$ cat config.mk
export PLATFORM = sky130hd
export DESIGN_NAME = multicycle_control
export DESIGN_NICKNAME = d
export VERILOG_FILES = /design/src/rtl/mips_pkg.sv /design/src/rtl/mc_counter.sv /design/src/rtl/multicycle_control.sv
export SDC_FILE = /design/constraint.sdc
export NUM_CORES = 1
export LEC_CHECK = 0
export ABC_CLOCK_PERIOD_IN_PS = 5250
export CAP_MARGIN = 20
export CORE_MARGIN = 1.5
export CORE_UTILIZATION = 26
export DETAILED_ROUTE_END_ITERATION = 8
export PLACE_DENSITY_LB_ADDON = 0.12
export SETUP_SLACK_MARGIN = 0.4
export SLEW_MARGIN = 20
export SYNTH_ARGS = -nofsm -noshare
export SYNTH_HDL_FRONTEND = slang
export SYNTH_SLANG_ARGS = --single-unit
$ cat constraint.sdc
create_clock -name clk -period 5.25 [get_ports clk]
set_clock_uncertainty 0.2 [all_clocks]
set_input_delay 1.3125 -clock clk [delete_from_list [all_inputs] [get_ports clk]]
set_output_delay 1.3125 -clock clk [all_outputs]
set_load 0.01 [all_outputs]
$ cat src/rtl/mips_pkg.sv
// Shared MIPS multicycle control definitions: opcodes, state encodings and
// datapath mux/ALU select encodings.
package mips_pkg;

    // Primary opcode values (instr_word[31:26])
    localparam logic [5:0] OP_RTYPE = 6'b000000;
    localparam logic [5:0] OP_LW    = 6'b100011;
    localparam logic [5:0] OP_SW    = 6'b101011;
    localparam logic [5:0] OP_BEQ   = 6'b000100;
    localparam logic [5:0] OP_ADDI  = 6'b001000;
    localparam logic [5:0] OP_J     = 6'b000010;

    // Controller states; 13..15 are unused and recover to FETCH
    typedef enum logic [3:0] {
        ST_RST      = 4'd0,
        ST_FETCH    = 4'd1,
        ST_DECODE   = 4'd2,
        ST_MEM_ADDR = 4'd3,
        ST_MEM_RD   = 4'd4,
        ST_MEM_WB   = 4'd5,
        ST_MEM_WR   = 4'd6,
        ST_R_EX     = 4'd7,
        ST_R_WB     = 4'd8,
        ST_BR       = 4'd9,
        ST_JMP      = 4'd10,
        ST_ADDI_EX  = 4'd11,
        ST_ADDI_WB  = 4'd12
    } state_t;

    // ALU operation select
    localparam logic [1:0] ALUOP_ADD   = 2'b00;
    localparam logic [1:0] ALUOP_SUB   = 2'b01;
    localparam logic [1:0] ALUOP_FUNCT = 2'b10;

    // ALU B-operand select
    localparam logic [1:0] SRCB_REG    = 2'b00;
    localparam logic [1:0] SRCB_FOUR   = 2'b01;
    localparam logic [1:0] SRCB_IMM    = 2'b10;
    localparam logic [1:0] SRCB_IMM_SH = 2'b11;

    // Next-PC source select
    localparam logic [1:0] PCSRC_ALU    = 2'b00;
    localparam logic [1:0] PCSRC_ALUOUT = 2'b01;
    localparam logic [1:0] PCSRC_JUMP   = 2'b10;

endpackage

$ cat src/rtl/mc_counter.sv
// Wrapping event counter with enable and asynchronous active-low clear.
module mc_counter #(
    parameter int W = 16
) (
    input  logic         clk,
    input  logic         rst_n,
    input  logic         i_en,
    output logic [W-1:0] o_count
);

    logic [W-1:0] r_count;

    // Count enabled events; natural overflow gives the wrap to zero
    always_ff @(posedge clk or negedge rst_n) begin
        if (!rst_n) begin
            r_count <= '0;
        end else if (i_en) begin
            r_count <= r_count + W'(1);
        end
    end

    assign o_count = r_count;

endmodule

$ cat src/rtl/multicycle_control.sv
// Moore-style multicycle MIPS control unit with memory-ready stalling and
// retired / illegal instruction counters.
module multicycle_control
    import mips_pkg::*;
#(
    parameter int OPW      = 6,
    parameter int CNT_W    = 16,
    parameter int MEM_WAIT = 1
) (
    input  logic             clk,
    input  logic             rst_n,
    input  logic [31:0]      instr_word,
    input  logic             zero,
    input  logic             mem_ready,
    output logic             pc_write,
    output logic             pc_write_cond,
    output logic             i_or_d,
    output logic             mem_read,
    output logic             mem_write,
    output logic             mem_to_reg,
    output logic             ir_write,
    output logic             reg_write,
    output logic             reg_dst,
    output logic             alu_src_a,
    output logic [1:0]       alu_src_b,
    output logic [1:0]       alu_op,
    output logic [1:0]       pc_source,
    output logic [3:0]       state,
    output logic             illegal,
    output logic [CNT_W-1:0] retired,
    output logic [CNT_W-1:0] illegal_cnt
);

    logic [3:0]     r_state;
    logic [3:0]     w_state_next;
    logic           r_is_sw;
    logic [OPW-1:0] w_opcode;
    logic           w_mem_done;
    logic           w_is_rtype, w_is_lw, w_is_sw, w_is_beq, w_is_addi, w_is_j;
    logic           w_legal;
    logic           w_retire;
    logic           w_unused;

    // zero is consumed by the datapath via pc_write_cond; low IR bits are datapath fields
    assign w_unused = ^{zero, instr_word[31-OPW:0]};

    assign w_opcode   = instr_word[31:32-OPW];
    assign w_mem_done = (MEM_WAIT != 0) ? mem_ready : 1'b1;

    assign w_is_rtype = (w_opcode == OPW'(OP_RTYPE));
    assign w_is_lw    = (w_opcode == OPW'(OP_LW));
    assign w_is_sw    = (w_opcode == OPW'(OP_SW));
    assign w_is_beq   = (w_opcode == OPW'(OP_BEQ));
    assign w_is_addi  = (w_opcode == OPW'(OP_ADDI));
    assign w_is_j     = (w_opcode == OPW'(OP_J));
    assign w_legal    = w_is_rtype | w_is_lw | w_is_sw | w_is_beq | w_is_addi | w_is_j;

    // State register
    always_ff @(posedge clk or negedge rst_n) begin
        if (!rst_n) begin
            r_state <= ST_RST;
        end else begin
            r_state <= w_state_next;
        end
    end

    // Remember lw vs sw at DECODE so later IR changes cannot redirect MEM_ADDR
    always_ff @(posedge clk or negedge rst_n) begin
        if (!rst_n) begin
            r_is_sw <= 1'b0;
        end else if (r_state == ST_DECODE) begin
            r_is_sw <= w_is_sw;
        end
    end

    // Next-state logic; unused encodings fall through to FETCH
    always_comb begin
        w_state_next = ST_FETCH;
        case (r_state)
            ST_RST:      w_state_next = ST_FETCH;
            ST_FETCH:    w_state_next = w_mem_done ? ST_DECODE : ST_FETCH;
            ST_DECODE: begin
                if (w_is_rtype)                w_state_next = ST_R_EX;
                else if (w_is_lw || w_is_sw)   w_state_next = ST_MEM_ADDR;
                else if (w_is_beq)             w_state_next = ST_BR;
                else if (w_is_addi)            w_state_next = ST_ADDI_EX;
                else if (w_is_j)               w_state_next = ST_JMP;
                else                           w_state_next = ST_FETCH;
            end
            ST_MEM_ADDR: w_state_next = r_is_sw ? ST_MEM_WR : ST_MEM_RD;
            ST_MEM_RD:   w_state_next = w_mem_done ? ST_MEM_WB : ST_MEM_RD;
            ST_MEM_WB:   w_state_next = ST_FETCH;
            ST_MEM_WR:   w_state_next = w_mem_done ? ST_FETCH : ST_MEM_WR;
            ST_R_EX:     w_state_next = ST_R_WB;
            ST_R_WB:     w_state_next = ST_FETCH;
            ST_BR:       w_state_next = ST_FETCH;
            ST_JMP:      w_state_next = ST_FETCH;
            ST_ADDI_EX:  w_state_next = ST_ADDI_WB;
            ST_ADDI_WB:  w_state_next = ST_FETCH;
            default:     w_state_next = ST_FETCH;
        endcase
    end

    // Output decode: everything defaults to 0, each state raises only its own controls
    always_comb begin
        pc_write      = 1'b0;
        pc_write_cond = 1'b0;
        i_or_d        = 1'b0;
        mem_read      = 1'b0;
        mem_write     = 1'b0;
        mem_to_reg    = 1'b0;
        ir_write      = 1'b0;
        reg_write     = 1'b0;
        reg_dst       = 1'b0;
        alu_src_a     = 1'b0;
        alu_src_b     = SRCB_REG;
        alu_op        = ALUOP_ADD;
        pc_source     = PCSRC_ALU;
        illegal       = 1'b0;
        case (r_state)
            ST_FETCH: begin
                mem_read  = 1'b1;
                alu_src_b = SRCB_FOUR;
                ir_write  = w_mem_done;
                pc_write  = w_mem_done;
            end
            ST_DECODE: begin
                alu_src_b = SRCB_IMM_SH;
                illegal   = ~w_legal;
            end
            ST_MEM_ADDR, ST_ADDI_EX: begin
                alu_src_a = 1'b1;
                alu_src_b = SRCB_IMM;
            end
            ST_MEM_RD: begin
                mem_read = 1'b1;
                i_or_d   = 1'b1;
            end
            ST_MEM_WB: begin
                reg_write  = 1'b1;
                mem_to_reg = 1'b1;
            end
            ST_MEM_WR: begin
                mem_write = 1'b1;
                i_or_d    = 1'b1;
            end
            ST_R_EX: begin
                alu_src_a = 1'b1;
                alu_op    = ALUOP_FUNCT;
            end
            ST_R_WB: begin
                reg_write = 1'b1;
                reg_dst   = 1'b1;
            end
            ST_BR: begin
                alu_src_a     = 1'b1;
                alu_op        = ALUOP_SUB;
                pc_write_cond = 1'b1;
                pc_source     = PCSRC_ALUOUT;
            end
            ST_JMP: begin
                pc_write  = 1'b1;
                pc_source = PCSRC_JUMP;
            end
            ST_ADDI_WB: begin
                reg_write = 1'b1;
            end
            default: ;
        endcase
    end

    // An instruction retires on its final transition back to FETCH
    assign w_retire = (r_state == ST_MEM_WB) | (r_state == ST_R_WB) |
                      (r_state == ST_BR)     | (r_state == ST_JMP)  |
                      (r_state == ST_ADDI_WB)|
                      ((r_state == ST_MEM_WR) & w_mem_done);

    mc_counter #(.W(CNT_W)) u_retired_cnt (
        .clk     (clk),
        .rst_n   (rst_n),
        .i_en    (w_retire),
        .o_count (retired)
    );

    mc_counter #(.W(CNT_W)) u_illegal_cnt (
        .clk     (clk),
        .rst_n   (rst_n),
        .i_en    (illegal),
        .o_count (illegal_cnt)
    );

    assign state = r_state;

endmodule

run_1/m2.png
Scale bar: 20 um.
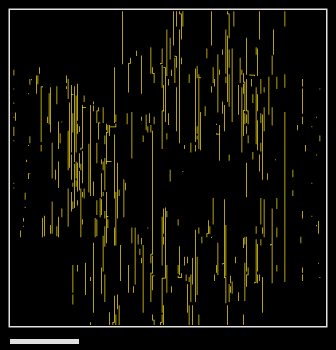
nets with wire on the layer: 219
longest straight run: 49.0 um
final WL: 4705 um
routed vias: 1677
GR Layer Usage met2: 18.16%

run_1/m3.png
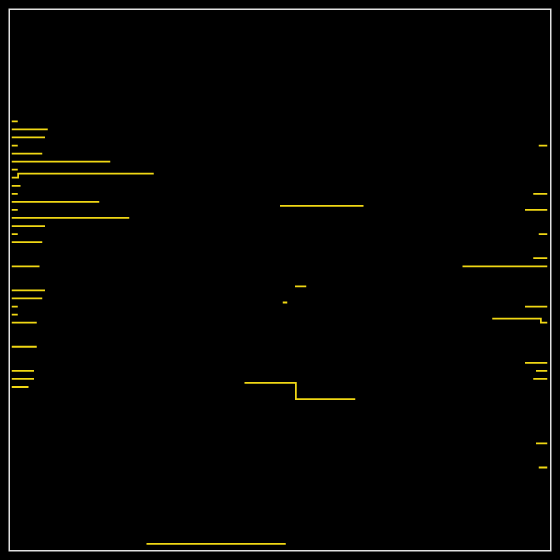
wire length on this layer: 246 um
longest straight run: 23.2 um
nets with wire on the layer: 41
met3 Use GR: 2.931%

run_1/gates.png
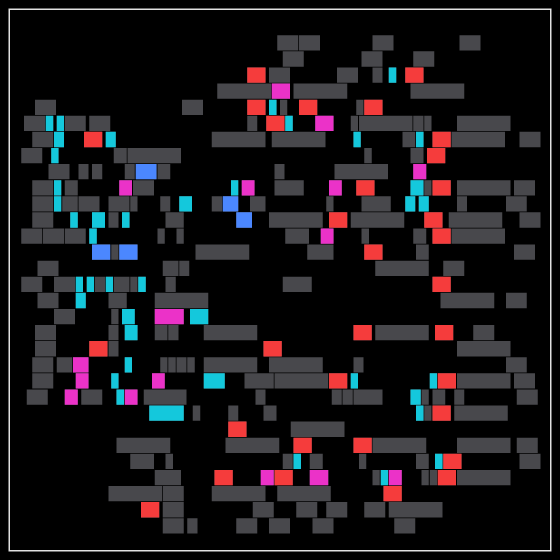
legend:
  red:
    family: xor and xnor cells
    cells: 32
  cyan:
    family: nor cells
    cells: 41
    most_used: nor2_1
  blue:
    family: non-inverting ao/oa cells
    cells: 5
    where: middle left
  magenta:
    family: and/or cells
    cells: 16
    most_used: and3_1

==> impl_metrics.json, run 1 <==
{
  "h-tree-depth": 2,
  "synthTopLogicFamily": "simple AND/OR/NAND/NOR gates",
  "fill_cells": 761,
  "logic_gates": 164,
  "status": "finished, final reports clean",
  "powerClk_uw": 190,
  "n_tap_cell": 99,
  "slowest_delay_ns": 0.53,
  "maxCapViolations": 0,
  "path_cells": "clkdlybuf4s50_1, maj3_1, nor2_1, nor3_4, clkdlybuf4s50_1",
  "fin_cells": 371,
  "slew_headroom_pct": 44.24,
  "clk_latency_ns": 0.28,
  "placed_area_sq_mm": 0.002705,
  "clockBufferDepth": 2,
  "path_max_fanout": 7,
  "met1_length_um": 2387,
  "cp.arrival_ns": 3.11,
  "crit_top_cell": "clkdlybuf4s50_1",
  "yosys_warnings": 0,
  "avgSynthCellArea_sq_um": 9.549,
  "drive_above_1_share_pct": 5.882,
  "setup_slack_ns": 0.6253,
  "place_inst": 363,
  "yosysTopAreaCellShare_pct": 45.74,
  "ctsResizeCount": 0,
  "ys_chip_area_sq_mm": 0.002024,
  "muxShareOfSynthArea_pct": 1.112,
  "maxUsedRoutingLayer": "met4",
  "maxPowerGroup": "combinational logic",
  "layout_top_cells": "clkdlybuf4s50_1, dfrtp_1, nor2_1, nand2_1",
  "finalCritPeriodShare_pct": 88.09,
  "viasPerCell": 4.520,
  "min_to": "u_retired_cnt.o_count[15]",
  "area_leaders": "dfrtp_1, xnor2_1, xor2_1, nor2_1, nand2_1"
}
==> run 2: changes to the inputs <==
--- a/config.mk
+++ b/config.mk
@@ -7,7 +7,7 @@
 export LEC_CHECK = 0
 export ABC_CLOCK_PERIOD_IN_PS = 5250
 export CAP_MARGIN = 20
-export CORE_MARGIN = 1.5
+export CORE_MARGIN = 8
 export CORE_UTILIZATION = 26
 export DETAILED_ROUTE_END_ITERATION = 8
 export PLACE_DENSITY_LB_ADDON = 0.12
run_2/congestion_map.png
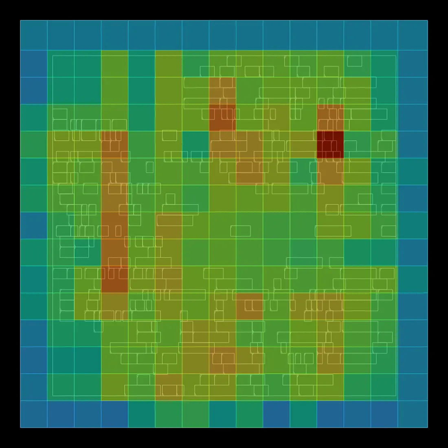
GR Layer Usage met2: 13.61%
met3 Use GR: 3.717%
global-route track usage on met1: 12.62%

==> impl_metrics.json, run 2 <==
{
  "area_leaders": "dfrtp_1, xnor2_1, xor2_1, nor2_1, nand2_1",
  "path_cells": "clkdlybuf4s50_1, and3_1, and2_1, nor3_4, clkdlybuf4s50_1",
  "slew_headroom_pct": 43.28,
  "met1_length_um": 2496,
  "status": "finished, final reports clean",
  "clockBufferDepth": 2,
  "buffer_area_share_pct": 21.69,
  "viasPerCell": 4.527,
  "synthTopLogicFamily": "simple AND/OR/NAND/NOR gates",
  "ir_worst_vdd_mv": 0.2890,
  "avgSynthCellArea_sq_um": 9.549,
  "fin_cells": 374,
  "cp.arrival_ns": 3.09,
  "fill_cells": 791,
  "place_inst": 366,
  "placed_area_sq_mm": 0.002709,
  "maxPowerGroup": "combinational logic",
  "drt_wl_total_um": 5099,
  "yosysTopAreaCellShare_pct": 45.74,
  "setup_slack_ns": 0.6487,
  "slowest_delay_ns": 0.58,
  "finalCritPeriodShare_pct": 87.64,
  "ys_chip_area_sq_mm": 0.002024,
  "vias": 1693,
  "layout_top_cells": "clkdlybuf4s50_1, dfrtp_1, nor2_1, nand2_1",
  "path_max_fanout": 7,
  "crit_path_start_kind": "input port",
  "maxCapViolations": 0,
  "ctsResizeCount": 0,
  "min_to": "u_illegal_cnt.o_count[15]",
  "n_tap_cell": 102,
  "h-tree-depth": 2,
  "clk_latency_ns": 0.28,
  "muxShareOfSynthArea_pct": 1.112,
  "crit_top_cell": "clkdlybuf4s50_1",
  "synthMostInstantiatedCell": "dfrtp_1"
}
==> run 3: changes to the inputs <==
--- a/config.mk
+++ b/config.mk
@@ -6,7 +6,7 @@
 export NUM_CORES = 1
 export LEC_CHECK = 0
 export ABC_CLOCK_PERIOD_IN_PS = 5250
-export CAP_MARGIN = 20
+export CAP_MARGIN = 30
 export CORE_MARGIN = 8
 export CORE_UTILIZATION = 26
 export DETAILED_ROUTE_END_ITERATION = 8
run_3/gates.png
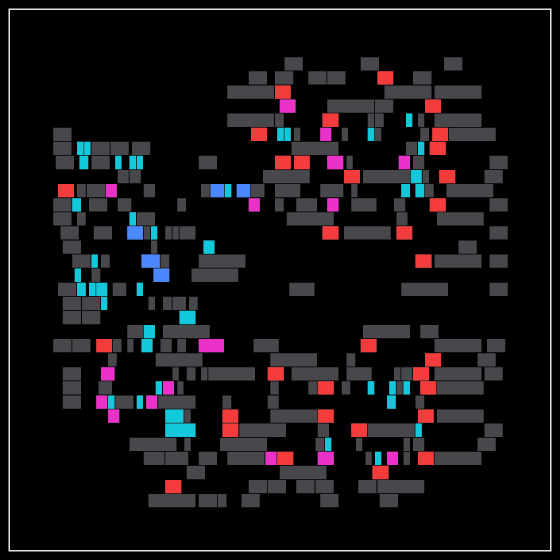
legend:
  red:
    family: xor and xnor cells
    cells: 32
  blue:
    family: non-inverting ao/oa cells
    cells: 5
    where: middle left
  magenta:
    family: and/or cells
    cells: 16
    most_used: and3_1
  cyan:
    family: nor cells
    cells: 41
    most_used: nor2_1

==> impl_metrics.json, run 3 <==
{
  "status": "finished, final reports clean",
  "h-tree-depth": 2,
  "finalCritPeriodShare_pct": 87.64,
  "antenna_found_initial": 0,
  "buffer_area_share_pct": 22.25,
  "avgSynthCellArea_sq_um": 9.549,
  "synthTopLogicFamily": "simple AND/OR/NAND/NOR gates",
  "ys_chip_area_sq_mm": 0.002024,
  "ctsResizeCount": 0,
  "ir_worst_vdd_mv": 0.2891,
  "maxPowerGroup": "combinational logic",
  "path_max_fanout": 7,
  "n_tap_cell": 102,
  "holdWs_ns": 0.2667,
  "drt_wl_total_um": 5102,
  "min_to": "u_illegal_cnt.o_count[15]",
  "power_density_mw_per_mm2": 410.5,
  "layout_top_cells": "clkdlybuf4s50_1, dfrtp_1, nor2_1, nand2_1",
  "setup_slack_ns": 0.6489,
  "placed_area_sq_mm": 0.002709,
  "fin_cells": 375,
  "muxShareOfSynthArea_pct": 1.112,
  "fill_cells": 789,
  "crit_top_cell": "clkdlybuf4s50_1",
  "cp.arrival_ns": 3.09,
  "area_leaders": "dfrtp_1, xnor2_1, xor2_1, nor2_1, nand2_1",
  "grt_use_met3_pct": 3.717,
  "place_inst": 366,
  "clk_latency_ns": 0.28,
  "slew_headroom_pct": 53.41,
  "slowest_delay_ns": 0.58,
  "viasPerCell": 4.525,
  "yosysTopAreaCellShare_pct": 45.74,
  "gr-usage-met1_pct": 12.62,
  "synthAdderAreaFrac_pct": 1.731,
  "cts_tree": "done",
  "antenna_cells": 0,
  "maxCapViolations": 0,
  "path_cells": "clkdlybuf4s50_1, and3_1, and2_1, nor3_4, clkdlybuf4s50_1",
  "met1_length_um": 2505
}
